[config.mk]
export PLATFORM = sky130hd
export DESIGN_NAME = serial_add_sub
export DESIGN_NICKNAME = d
export VERILOG_FILES = /design/src/rtl/serial_add_sub.sv
export SDC_FILE = /design/constraint.sdc
export NUM_CORES = 1
export LEC_CHECK = 0
export ABC_AREA = 1
export ABC_CLOCK_PERIOD_IN_PS = 1710
export CORE_ASPECT_RATIO = 0.75
export CORE_MARGIN = 10
export CORE_UTILIZATION = 54
export CTS_BUF_LIST = sky130_fd_sc_hd__clkbuf_8
export CTS_CLUSTER_SIZE = 40
export DETAILED_ROUTE_END_ITERATION = 16
export HOLD_SLACK_MARGIN = 0.02
export PLACE_DENSITY_LB_ADDON = 0.08
export REMOVE_ABC_BUFFERS = 1
export SLEW_MARGIN = 10
export SYNTH_ARGS = -nofsm -noshare
export SYNTH_HDL_FRONTEND = slang
export SYNTH_SLANG_ARGS = --single-unit
[constraint.sdc]
create_clock -name clk -period 1.71 [get_ports clk]
set_input_delay 0.2565 -clock clk [delete_from_list [all_inputs] [get_ports clk]]
set_output_delay 0.2565 -clock clk [all_outputs]
set_load 0.02 [all_outputs]
[src/rtl/serial_add_sub.sv]
// Bit-serial adder/subtractor: one full-adder cell and a carry flop process
// the operands LSB-first, one bit per clock, with a start/done handshake.
module serial_add_sub #(
    parameter int WIDTH = 8
) (
    input  logic             clk,
    input  logic             rst_n,
    input  logic             start,
    input  logic             sub,
    input  logic [WIDTH-1:0] a,
    input  logic [WIDTH-1:0] b,
    output logic             busy,
    output logic             done,
    output logic [WIDTH-1:0] result,
    output logic             cout,
    output logic             overflow
);

    localparam int CNT_W = $clog2(WIDTH);
    localparam logic [CNT_W-1:0] LAST_BIT = CNT_W'(WIDTH - 1);

    typedef enum logic [1:0] {
        IDLE = 2'd0,
        RUN  = 2'd1,
        DONE = 2'd2
    } state_t;

    state_t           state_q, state_d;
    logic [WIDTH-1:0] a_sh_q, a_sh_d;
    logic [WIDTH-1:0] b_sh_q, b_sh_d;
    logic [WIDTH-1:0] sum_sh_q, sum_sh_d;
    logic             carry_q, carry_d;
    logic [CNT_W-1:0] cnt_q, cnt_d;
    logic [WIDTH-1:0] result_q, result_d;
    logic             cout_q, cout_d;
    logic             ovf_q, ovf_d;

    logic bit_s;
    logic carry_n;

    assign bit_s   = a_sh_q[0] ^ b_sh_q[0] ^ carry_q;
    assign carry_n = (a_sh_q[0] & b_sh_q[0]) | (a_sh_q[0] & carry_q) | (b_sh_q[0] & carry_q);

    always_comb begin
        state_d  = state_q;
        a_sh_d   = a_sh_q;
        b_sh_d   = b_sh_q;
        sum_sh_d = sum_sh_q;
        carry_d  = carry_q;
        cnt_d    = cnt_q;
        result_d = result_q;
        cout_d   = cout_q;
        ovf_d    = ovf_q;

        case (state_q)
            IDLE, DONE: begin
                if (start) begin
                    // Subtraction is a + ~b + 1; sub itself need not be kept
                    // because its whole effect is folded into B_sh and carry.
                    a_sh_d  = a;
                    b_sh_d  = sub ? ~b : b;
                    carry_d = sub;
                    cnt_d   = '0;
                    state_d = RUN;
                end else begin
                    state_d = IDLE;
                end
            end
            RUN: begin
                a_sh_d   = a_sh_q >> 1;
                b_sh_d   = b_sh_q >> 1;
                sum_sh_d = {bit_s, sum_sh_q[WIDTH-1:1]};
                carry_d  = carry_n;
                cnt_d    = cnt_q + CNT_W'(1);
                if (cnt_q == LAST_BIT) begin
                    // carry_q is the carry into the MSB on this step
                    result_d = {bit_s, sum_sh_q[WIDTH-1:1]};
                    cout_d   = carry_n;
                    ovf_d    = carry_q ^ carry_n;
                    state_d  = DONE;
                end
            end
            default: state_d = IDLE;
        endcase
    end

    always_ff @(posedge clk or negedge rst_n) begin
        if (!rst_n) begin
            state_q  <= IDLE;
            a_sh_q   <= '0;
            b_sh_q   <= '0;
            sum_sh_q <= '0;
            carry_q  <= 1'b0;
            cnt_q    <= '0;
            result_q <= '0;
            cout_q   <= 1'b0;
            ovf_q    <= 1'b0;
        end else begin
            state_q  <= state_d;
            a_sh_q   <= a_sh_d;
            b_sh_q   <= b_sh_d;
            sum_sh_q <= sum_sh_d;
            carry_q  <= carry_d;
            cnt_q    <= cnt_d;
            result_q <= result_d;
            cout_q   <= cout_d;
            ovf_q    <= ovf_d;
        end
    end

    assign busy     = (state_q == RUN);
    assign done     = (state_q == DONE);
    assign result   = result_q;
    assign cout     = cout_q;
    assign overflow = ovf_q;

endmodule
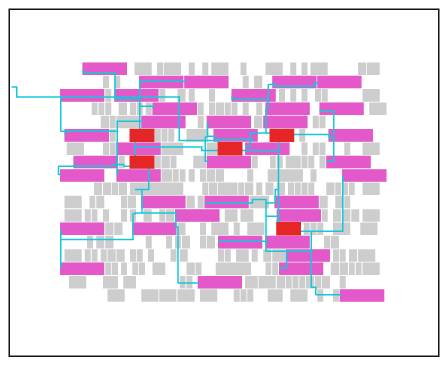
Fig. 1. Routed clock nets over the placement (run 1).
- cyan: clock wires (length 461 µm)
- magenta: flip-flops (count 39)
- red: cells driving clock nets (count 5)
- routed clock nets: 6

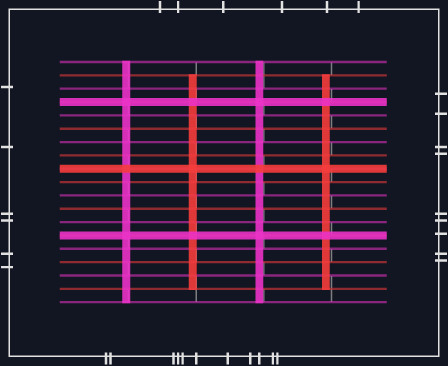
Fig. 2. Floorplan with the power grid (run 1).
Pins as bars on the die edge. Tap cells in gray.
- red: VDD
- magenta: VSS
- met4 straps: 4
- tap cells: 40
- signal pins: 32
- met1 rails: 19
- met5 straps: 3
Peak supply drop: 0.00116 V
Die Wd: 87.3 µm

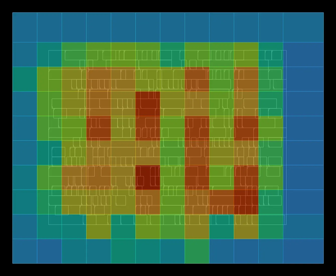
Fig. 3. Routing congestion map (run 1).
routed wire length per instance: 12.7 µm
Most Crowded Layer GR: met2
GRT met3 Usage: 4.87%
met1 Usage GRT: 18.3%
GRT Overall Usage: 13.7%

==> impl_metrics.ini, run 1 <==
; generated from flow reports
[outcome]
outcome = finished clean

[yosys]
ys_sh_mux_pct = 0
fa_ha_area_share_pct = 2.46
aoi_share_pct = 2.19
logic_family = simple AND/OR/NAND/NOR gates
synth_seq_share_pct = 53.3
synth.cell_area_um2 = 1830
yosys.area.top_type = dfrtp_1
ys_warn_count = 0
avgSynthCellArea_um2 = 8.07
simple_gate_share_pct = 34.2
area_leaders = dfrtp_1, nand2_1, nand3_1
synthCells = 227
common_cells = nand2_1, dfrtp_1, nand3_1, inv_1, o21ai_0
synth-edff-count = 0
synthArstFlopShare_pct = 100
synth-xor-area-share_pct = 0.478
ys_ff = 39
yosys_area_um2 = 1830
yosysUniqueCellTypes = 18
flop_cell = dfrtp_1
ys_cells = 227
top_cell = nand2_1
synth_top_area_share_pct = 53.3

[worst_setup_path]
worstSetupStartpoint = cout$_DFFE_PN0P_
r2r-start = state_q[1]$_DFFE_PN0P_
cp.arrival_ps = 1250
r2r_end = result[7]$_DFFE_PN0P_
critPathMaxStageDelay_ps = 610
path_cells = clkdlybuf4s50_1
worstSetupStartpointType = flop
r2r_setup_slack_ps = 280
crit_slowest_cell = clkdlybuf4s50_1
path_max_fanout = 2
cp_num_buf_inv = 1
reg2reg_depth = 7
path_delay_family = buffers and inverters
required_ps = 1450
crit_cells = 1
endpoint = cout
path_class = flop to primary output
end_kind = primary output

[die]
core_um2 = 3270
io_pins = 32
chipArea_um2 = 6150
fp_util_pct = 56.1
num_rows = 18

[sta]
hold_viol = 0
slew-limit-headroom_pct = 67.2
final.setup.tns_ps = 0
fin_skew_ps = 2.95
rsz0062_at_grt = false
max_freq_mhz = 664
setup_viol = 0
report.final.slew_viol_count = 0
worst_slew_pin_slew_ps = 492
fin_crit_ps = 1510
finalCritPeriodShare_pct = 88.1

[global_routing]
grt_pass1_vias = 1504
grt.overflow.total = 0
antenna_found_initial = 0
grt_pass1_wl_mm = 7.02
grt_max_degree = 40

[job]
max-cap-violations = 0
warnings = 25

[place]
placed_cells = 300
dpl.hpwl_mm = 2.73
portBuffers = 31
gp_congestion = 0.779

[cts]
htree_levels = 2
path_clk_slew_ps = 70
cts.path.max_buffers = 2
worstSkewPairLatency_ps = 280
ctsRootBufferMaster = clkbuf_8
cts_setup_buffers = 0
clock-sinks = 39
cts_buffers = 5
cts_tree = done

[finish]
fin_nets = 290
diodes = 0
finalNonFillerCells = 308
layout-drive-gt1-share_pct = 9.70
area_growth_pct = 26.9

[power]
leakage_nw = 1.24
p_per_area_nw_per_um2 = 1780

[route]
drtIter0Drc = 116
dr_total_vias = 1559
drc = 0
first_pass_iters = 4
drtAntennaViolNets = 0
routed_wl_mm = 3.92
avgViaCountPerCell = 5.06

[worst_hold_path]
min_path_type = input pin to asynchronous set/reset pin
run 1: logic make-up (layout without fill, tap and decap cells):
group,count (synthesis),count (layout)
buffers and inverters,31,72
and+or+nand+nor,145,145
AOI/OAI and AO/OA,8,8
adders and majority gates,3,3
xor gates and xnor gates,1,1
DFF,39,39
run 1: worst min-delay path by stage:
stage	start	end	slack [ps]	cells past startpoint
final	rst_n	result[5]$_DFFE_PN0P_	20	2
after global routing	rst_n	result[5]$_DFFE_PN0P_	40	2
after CTS	rst_n	a_sh_q[1]$_DFFE_PN0P_	30	2
after detailed placement	rst_n	result[7]$_DFFE_PN0P_	330	2
after global placement	rst_n	result[6]$_DFFE_PN0P_	340	2
after floorplan	rst_n	a_sh_q[0]$_DFFE_PN0P_	-40	0
run 1: layout by cell type (no fill, tap or decap), drive strengths merged, types with 2 or more instances in the layout:
cell / netlist / layout
o21ai: 7 / 7
dfrtp: 39 / 39
ha: 2 / 2
inv: 24 / 24
clkdlybuf4s50: 0 / 28
buf: 6 / 10
nand2: 101 / 101
nor2: 7 / 7
dlygate4sd2: 0 / 2
nand3: 37 / 37
clkbuf: 1 / 6
run 1: cell type report:
cell class,count,area [µm²]
sequential,39,976
fill,283,941
multi-input combinational,157,721
timing repair buffer,40,370
inverter,24,90.1
clock buffer,6,82.6
tap,40,50.0
clock inverter,2,35.0
run 1: per-stage QoR:
stage	util (%)	hold slack [ps]	worst slack (ps)	instance area (µm²)	total power [mW]
after floorplan	-	-39.1	353	1790	2.69
after global placement	67.7	339	283	2210	3.33
after detailed placement	67.7	334	265	2210	3.38
after CTS	71.2	30.1	190	2320	4.17
after global routing	71.2	41.9	134	2320	4.50
final	71.2	15.1	204	2320	4.13
run 1: power breakdown:
group	switching (mW)	total (mW)	internal [mW]
registers	0.246	1.59	1.34
logic	1.03	1.75	0.719
clock network	0.316	0.788	0.472
total	1.60	4.13	2.53
run 1: timing repair:
action / 4_1_cts / 5_1_grt
hold buffers: 0 / 0
setup endpoints to repair: 2 / 0
gates resized: 2 / 0
run 1: registers in the layout (all words and copies together), names as in the netlist, 2 cells and up:
signal,cells
a_sh_q,8
cnt_q,3
sum_sh_q,7
b_sh_q,8
result,8
state_q,2
run 1: layer usage:
metal	part of all wire, %	up-vias	GRT usage, %
met4	1.1	0	3.18
met2	45	45	20.6
met3	7.4	7	4.87
li1	-	784	-
met5	0	-	0
met1	46	723	18.3
Fig. 4: run 1, cells colored by class
Scale bar: 20 µm.
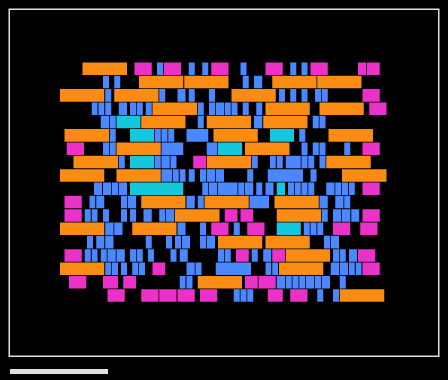

--- run 2 (diff from run 1) ---
--- a/config.mk
+++ b/config.mk
@@ -7,7 +7,7 @@
 export LEC_CHECK = 0
 export ABC_AREA = 1
 export ABC_CLOCK_PERIOD_IN_PS = 1710
-export CORE_ASPECT_RATIO = 0.75
+export CORE_ASPECT_RATIO = 1.1
 export CORE_MARGIN = 10
 export CORE_UTILIZATION = 54
 export CTS_BUF_LIST = sky130_fd_sc_hd__clkbuf_8
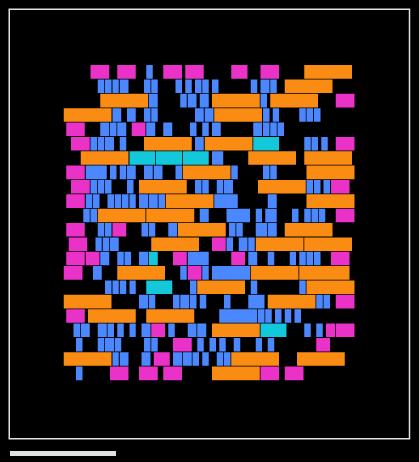
Fig. 5. Cells colored by class (run 2).
Scale bar: 20 µm.
- magenta: other buffers and delay cells (cells 40; share of their area 16%)
- orange: flops (cells 39; share of their area 43%)
- cyan: clock drivers and dummy loads (cells 7; share of their area 3.9%)
- blue: all other logic (cells 181; share of their area 36%)

==> run 2 against run 1 <==
Clock-buffer cell count stayed put. Non-clock buffer count stayed put. Sequential power hardly changed. Core utilization is 1.8 points lower. Clock skew hardly changed. Largest power group unchanged. Critical path type unchanged. Register-to-register slack better by 60 ps. Routed wire length is 10% lower. Combinational power hardly changed. Area after synthesis stayed put.
==> impl_metrics.ini, run 2 <==
; generated from flow reports
[outcome]
outcome = finished clean

[route]
routed_wl_mm = 3.52
drtAntennaViolNets = 0
drtIter0Drc = 107
wl_per_cell_um = 11.6
avgViaCountPerCell = 4.94
first_pass_iters = 4
drc = 0
dr_total_vias = 1496

[yosys]
synthCells = 227
area_leaders = dfrtp_1, nand2_1, nand3_1
synth.cell_area_um2 = 1830
top_cell = nand2_1
avgSynthCellArea_um2 = 8.07
flop_cell = dfrtp_1
ys_cells = 227
synth_top_area_share_pct = 53.3
ys_ff = 39
synth-edff-count = 0
yosysUniqueCellTypes = 18
yosys_area_um2 = 1830
synthArstFlopShare_pct = 100
common_cells = nand2_1, dfrtp_1, nand3_1, inv_1, o21ai_0
ys_warn_count = 0
synth_seq_share_pct = 53.3
yosys.area.top_type = dfrtp_1

[place]
dpl.hpwl_mm = 2.60
gp_congestion = 0.741
portBuffers = 31
post_dp_cell_area_um2 = 2200
placed_cells = 296

[worst_setup_path]
path_class = flop to primary output
worstSetupStartpointType = flop
path_max_fanout = 6
cp.arrival_ps = 1250
required_ps = 1450
end_kind = primary output

[global_routing]
grt_max_degree = 40
antenna_found_initial = 0
grt_util_all_layers_pct = 12.9
grt_pass1_wl_mm = 6.27
grt.overflow.total = 0
grt_pass1_vias = 1442

[cts]
worstSkewPairLatency_ps = 280
cts_buffers = 5
clock-sinks = 39
ctsRootBufferMaster = clkbuf_8
cts_hold_buffers = 0
path_clk_slew_ps = 70
cts_tree = done
cts.path.max_buffers = 2
htree_levels = 2

[worst_hold_path]
min_path_type = input pin to asynchronous set/reset pin

[sta]
hold_viol = 0
final.setup.tns_ps = 0
rsz0062_at_grt = false
setup_viol = 0
max_freq_mhz = 663
report.final.slew_viol_count = 0
fin_skew_ps = 3.41
finalCritPeriodShare_pct = 88.2
fin_crit_ps = 1510
slew-limit-headroom_pct = 68.0
worst_slew_pin_slew_ps = 480

[die]
num_rows = 22
die_w_um = 75.5
fp_util_pct = 55.5
core_um2 = 3300
io_pins = 32
chipArea_um2 = 6120
fp.dieH_um = 81.1

[power]
p_per_area_nw_per_um2 = 1710
irDropWorstVdd_v = 0.000941
leakage_nw = 1.22
power_mw = 3.93

[finish]
layout-drive-gt1-share_pct = 10.1
area_growth_pct = 25.2
layout_top_cells = nand2_1, dfrtp_1, nand3_1
final_util_pct = 69.4
fin_nets = 290
stdcell_area_um2 = 2290
diodes = 0
finalNonFillerCells = 303
final_common_cell = nand2_1

[job]
max-cap-violations = 0
warnings = 25
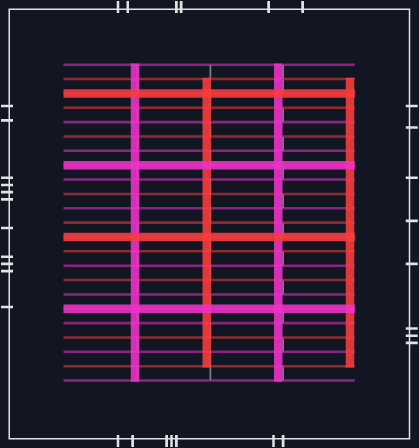
Fig. 6. Floorplan with the power grid (run 2).
Pins as bars on the die edge. Tap cells in gray.
- magenta: VSS
- red: VDD
- met1 rails: 23
- met5 straps: 4
- rows: 22

-- run 2: cell type report --
cell class / instances / area [µm²]
Clock buffer: 6 / 82.6
Clock inverter: 1 / 5.00
Fill cell: 287 / 1010
Inverter: 24 / 90.1
Multi-Input combinational cell: 157 / 723
Sequential cell: 39 / 977
Tap cell: 36 / 45.0
Timing Repair Buffer: 40 / 370
-- run 2: stage by stage --
step | setup slack (ps) | hold WS [ps]
floorplan | 353 | -39.1
global placement | 156 | 337
detailed placement | 147 | 338
CTS | 175 | 30.3
global route | 115 | 39.8
finish | 203 | 7.64
-- run 2: power breakdown --
group	switching (mW)	leakage, nW	internal, mW
Clock	0.290	0.0470	0.316
Sequential	0.249	0.490	1.35
Combinational	0.994	0.682	0.731
-- run 2: cell families after synthesis --
| logic type | after synthesis | share of synthesized area [%] |
|---|---|---|
| AOI/OAI and AO/OA | 8 | 2.19 |
| xor gates and xnor gates | 1 | 0.478 |
| adders and majority gates | 3 | 2.46 |
| buffers and inverters | 31 | 7.38 |
| DFF | 39 | 53.3 |
| and+or+nand+nor | 145 | 34.2 |
-- run 2: layer usage --
metal,wire length [µm],part of all wire (%),GRT usage [%],vias to the layer above
li1,-,-,-,784
met1,1710,49,16.4,674
met2,1610,46,20.5,33
met3,157,4.5,3.54,5
met4,43,1.2,4.46,0
met5,0,0,0,-
-- run 2: critical path, stage by stage (launching register included) --
cell,delay [ps]
dfrtp_2,450
inv_2,140
nor2_1,50
dlygate4sd2_1,320
-- run 2: final timing paths --
| check | start | endpoint | slack, ps | cells past startpoint |
|---|---|---|---|---|
| max in group asynchronous | rst_n | state_q[1]$_DFFE_PN0P_ | 1350 | 2 |
| worst max-delay path | state_q[1]$_DFFE_PN0P_ | done | 200 | 3 |
| worst min register to register | sum_sh_q[5]$_DFFE_PN0P_ | result[4]$_DFFE_PN0P_ | 470 | 2 |
| worst min-delay path | rst_n | result[7]$_DFFE_PN0P_ | 8 | 2 |
| worst max register to register | state_q[0]$_DFFE_PN0P_ | a_sh_q[6]$_DFFE_PN0P_ | 340 | 7 |
| min in group clk | sum_sh_q[5]$_DFFE_PN0P_ | result[4]$_DFFE_PN0P_ | 470 | 2 |
-- run 2: what timing repair did --
action                     CTS  global route
resized                      3             1
setup endpoints to repair    2            10
setup buffers                0             0
gates cloned                 0             0
--- run 3 (diff from run 2) ---
--- a/config.mk
+++ b/config.mk
@@ -13,6 +13,7 @@
 export CTS_BUF_LIST = sky130_fd_sc_hd__clkbuf_8
 export CTS_CLUSTER_SIZE = 40
 export DETAILED_ROUTE_END_ITERATION = 16
+export GPL_ROUTABILITY_DRIVEN = 0
 export HOLD_SLACK_MARGIN = 0.02
 export PLACE_DENSITY_LB_ADDON = 0.08
 export REMOVE_ABC_BUFFERS = 1
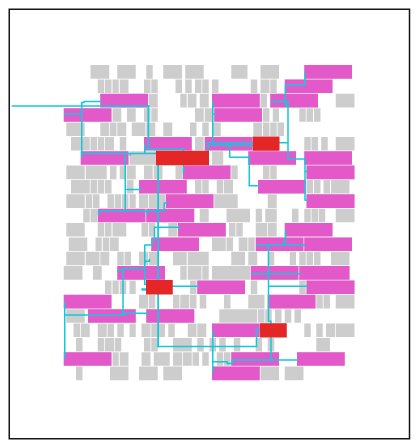
Fig. 7. Routed clock nets over the placement (run 3).
- cyan: clock wires (length 422 µm)
- magenta: flip-flops (count 39)
- red: cells driving clock nets (count 5)
- routed clock nets: 6

==> run 3 against run 2 <==
Clock skew unchanged. Maximum frequency unchanged. Critical path depth did not move. Core utilization is the same. Sequential power about the same. Clock-buffer cell count unchanged. Non-clock buffer count is the same. Sequential share of layout area unchanged. Register-to-register slack about the same. Global-route usage unchanged. Largest power group unchanged.
==> impl_metrics.ini, run 3 <==
; generated from flow reports
[finish]
area_growth_pct = 25.2
fin_nets = 290
diodes = 0
layout_top_cells = nand2_1, dfrtp_1, nand3_1
final_common_cell = nand2_1
layout-drive-gt1-share_pct = 10.1
stdcell_area_um2 = 2290

[yosys]
yosysUniqueCellTypes = 18
ys_warn_count = 0
synth_top_area_share_pct = 53.3
synth.cell_area_um2 = 1830
yosys.area.top_type = dfrtp_1
avgSynthCellArea_um2 = 8.07
synthArstFlopShare_pct = 100
synthCells = 227
ys_ff = 39
synth-edff-count = 0
top_cell = nand2_1
area_leaders = dfrtp_1, nand2_1, nand3_1
ys_cells = 227
common_cells = nand2_1, dfrtp_1, nand3_1, inv_1, o21ai_0

[worst_setup_path]
path_max_fanout = 6
critPathMaxStageDelay_ps = 450
r2r_setup_slack_ps = 340
end_kind = primary output
required_ps = 1450
worstSetupStartpointType = flop
path_cells = inv_2 -> nor2_1 -> dlygate4sd2_1
path_class = flop to primary output
path_delay_family = buffers and inverters

[route]
drtAntennaViolNets = 0
routed_wl_mm = 3.52
dr_total_vias = 1496
drc = 0

[cts]
cts_setup_buffers = 0
worstSkewPairLatency_ps = 280
clock-sinks = 39
cts_tree = done
path_clk_slew_ps = 70
cts_buffers = 5

[place]
dpl.hpwl_mm = 2.60
portBuffers = 31
post_dp_cell_area_um2 = 2200
pre_cts_ws_ps = 147

[sta]
rsz0062_at_grt = false
max_freq_mhz = 663
fin_crit_ps = 1510
setup_ws_ps = 203
slew-limit-headroom_pct = 68.0
report.final.slew_viol_count = 0
fin_skew_ps = 3.41
finalCritPeriodShare_pct = 88.2
setup_viol = 0

[global_routing]
busiest_layer = met2
grtUsageMet3_pct = 3.54
grt_pass1_vias = 1442
grt_max_degree = 40
grt_pass1_wl_mm = 6.27
grt_util_all_layers_pct = 12.9

[die]
num_rows = 22
fp_util_pct = 55.5
die_w_um = 75.5
chipArea_um2 = 6120
fp.dieH_um = 81.1
io_pins = 32
core_um2 = 3300

[job]
max-cap-violations = 0
warnings = 25

[outcome]
outcome = finished clean

[power]
p_per_area_nw_per_um2 = 1710
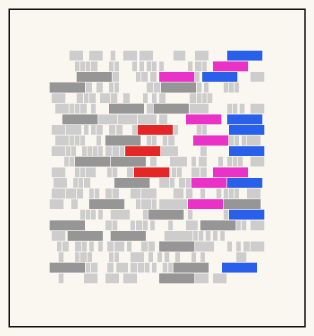
Fig. 8. Register map, names as in the netlist (run 3).
Other sequential cells in the stronger gray, the rest of the logic in the fainter gray.
- magenta: sum_sh_q (sequential cells 7)
- blue: result (sequential cells 8)
- red: cnt_q (sequential cells 3)
- not colored: 21

[run 3: cell counts in the layout (fill, tap and decap cells not counted)]
Identical to the previous run, type by type.
[run 3: where the power goes]
group          total [mW]  switching [mW]  internal [mW]
Combinational        1.73           0.994          0.731
Sequential           1.59           0.249           1.35
Clock               0.606           0.290          0.316
[run 3: timing repair]
item                                    CTS  global route
endpoints found under the hold margin     0             0
gates cloned                              0             0
resized                                   3             1
endpoints found under the setup margin    2            10
[run 3: final cells by class]
type                       instances  area [µm²]
clock buffer                       6        82.6
clock inverter                     1        5.00
fill                             287        1010
multi-input combinational        157         723
sequential                        39         977
timing repair buffer              40         370
inverter                          24        90.1
tap                               36        45.0
[run 3: cell families (layout without fill, tap and decap cells)]
kind of cell / Yosys count / in the layout / synth area share (%)
AND-OR/OR-AND: 8 / 8 / 2.19
AND/OR/NAND/NOR: 145 / 145 / 34.2
buffers and inverters: 31 / 71 / 7.38
flip-flops: 39 / 39 / 53.3
XOR/XNOR: 1 / 1 / 0.478
adder cells (fa/ha/maj): 3 / 3 / 2.46
[run 3: through the flow]
stage               total power, mW  util (%)  hold slack (ps)  instances
global placement               3.35      66.7              337        296
floorplan                      2.69         -            -39.1        220
global route                   4.31      69.4             39.8        303
finish                         3.93      69.4             7.64        303
CTS                            3.99      69.4             30.3        303
detailed placement             3.37      66.7              338        296
[run 3: how the worst max path moves through the flow]
stage	from	endpoint	cells after the start
2_1_floorplan	state_q[0]$_DFFE_PN0P_	overflow$_DFFE_PN0P_	5
3_3_place_gp	state_q[1]$_DFFE_PN0P_	done	3
3_5_place_dp	state_q[1]$_DFFE_PN0P_	done	3
4_1_cts	cnt_q[0]$_DFFE_PN0P_	cout$_DFFE_PN0P_	6
5_1_grt	state_q[0]$_DFFE_PN0P_	busy	3
6_report	state_q[1]$_DFFE_PN0P_	done	3
[run 3: metal layers]
| layer | wire (µm) | part of all wire, % |
|---|---|---|
| met5 | 0 | 0 |
| met4 | 43 | 1.2 |
| met3 | 157 | 4.5 |
| met2 | 1610 | 46 |
| met1 | 1710 | 49 |
Power figures rest on the tool's default switching activity, not on a simulated workload.
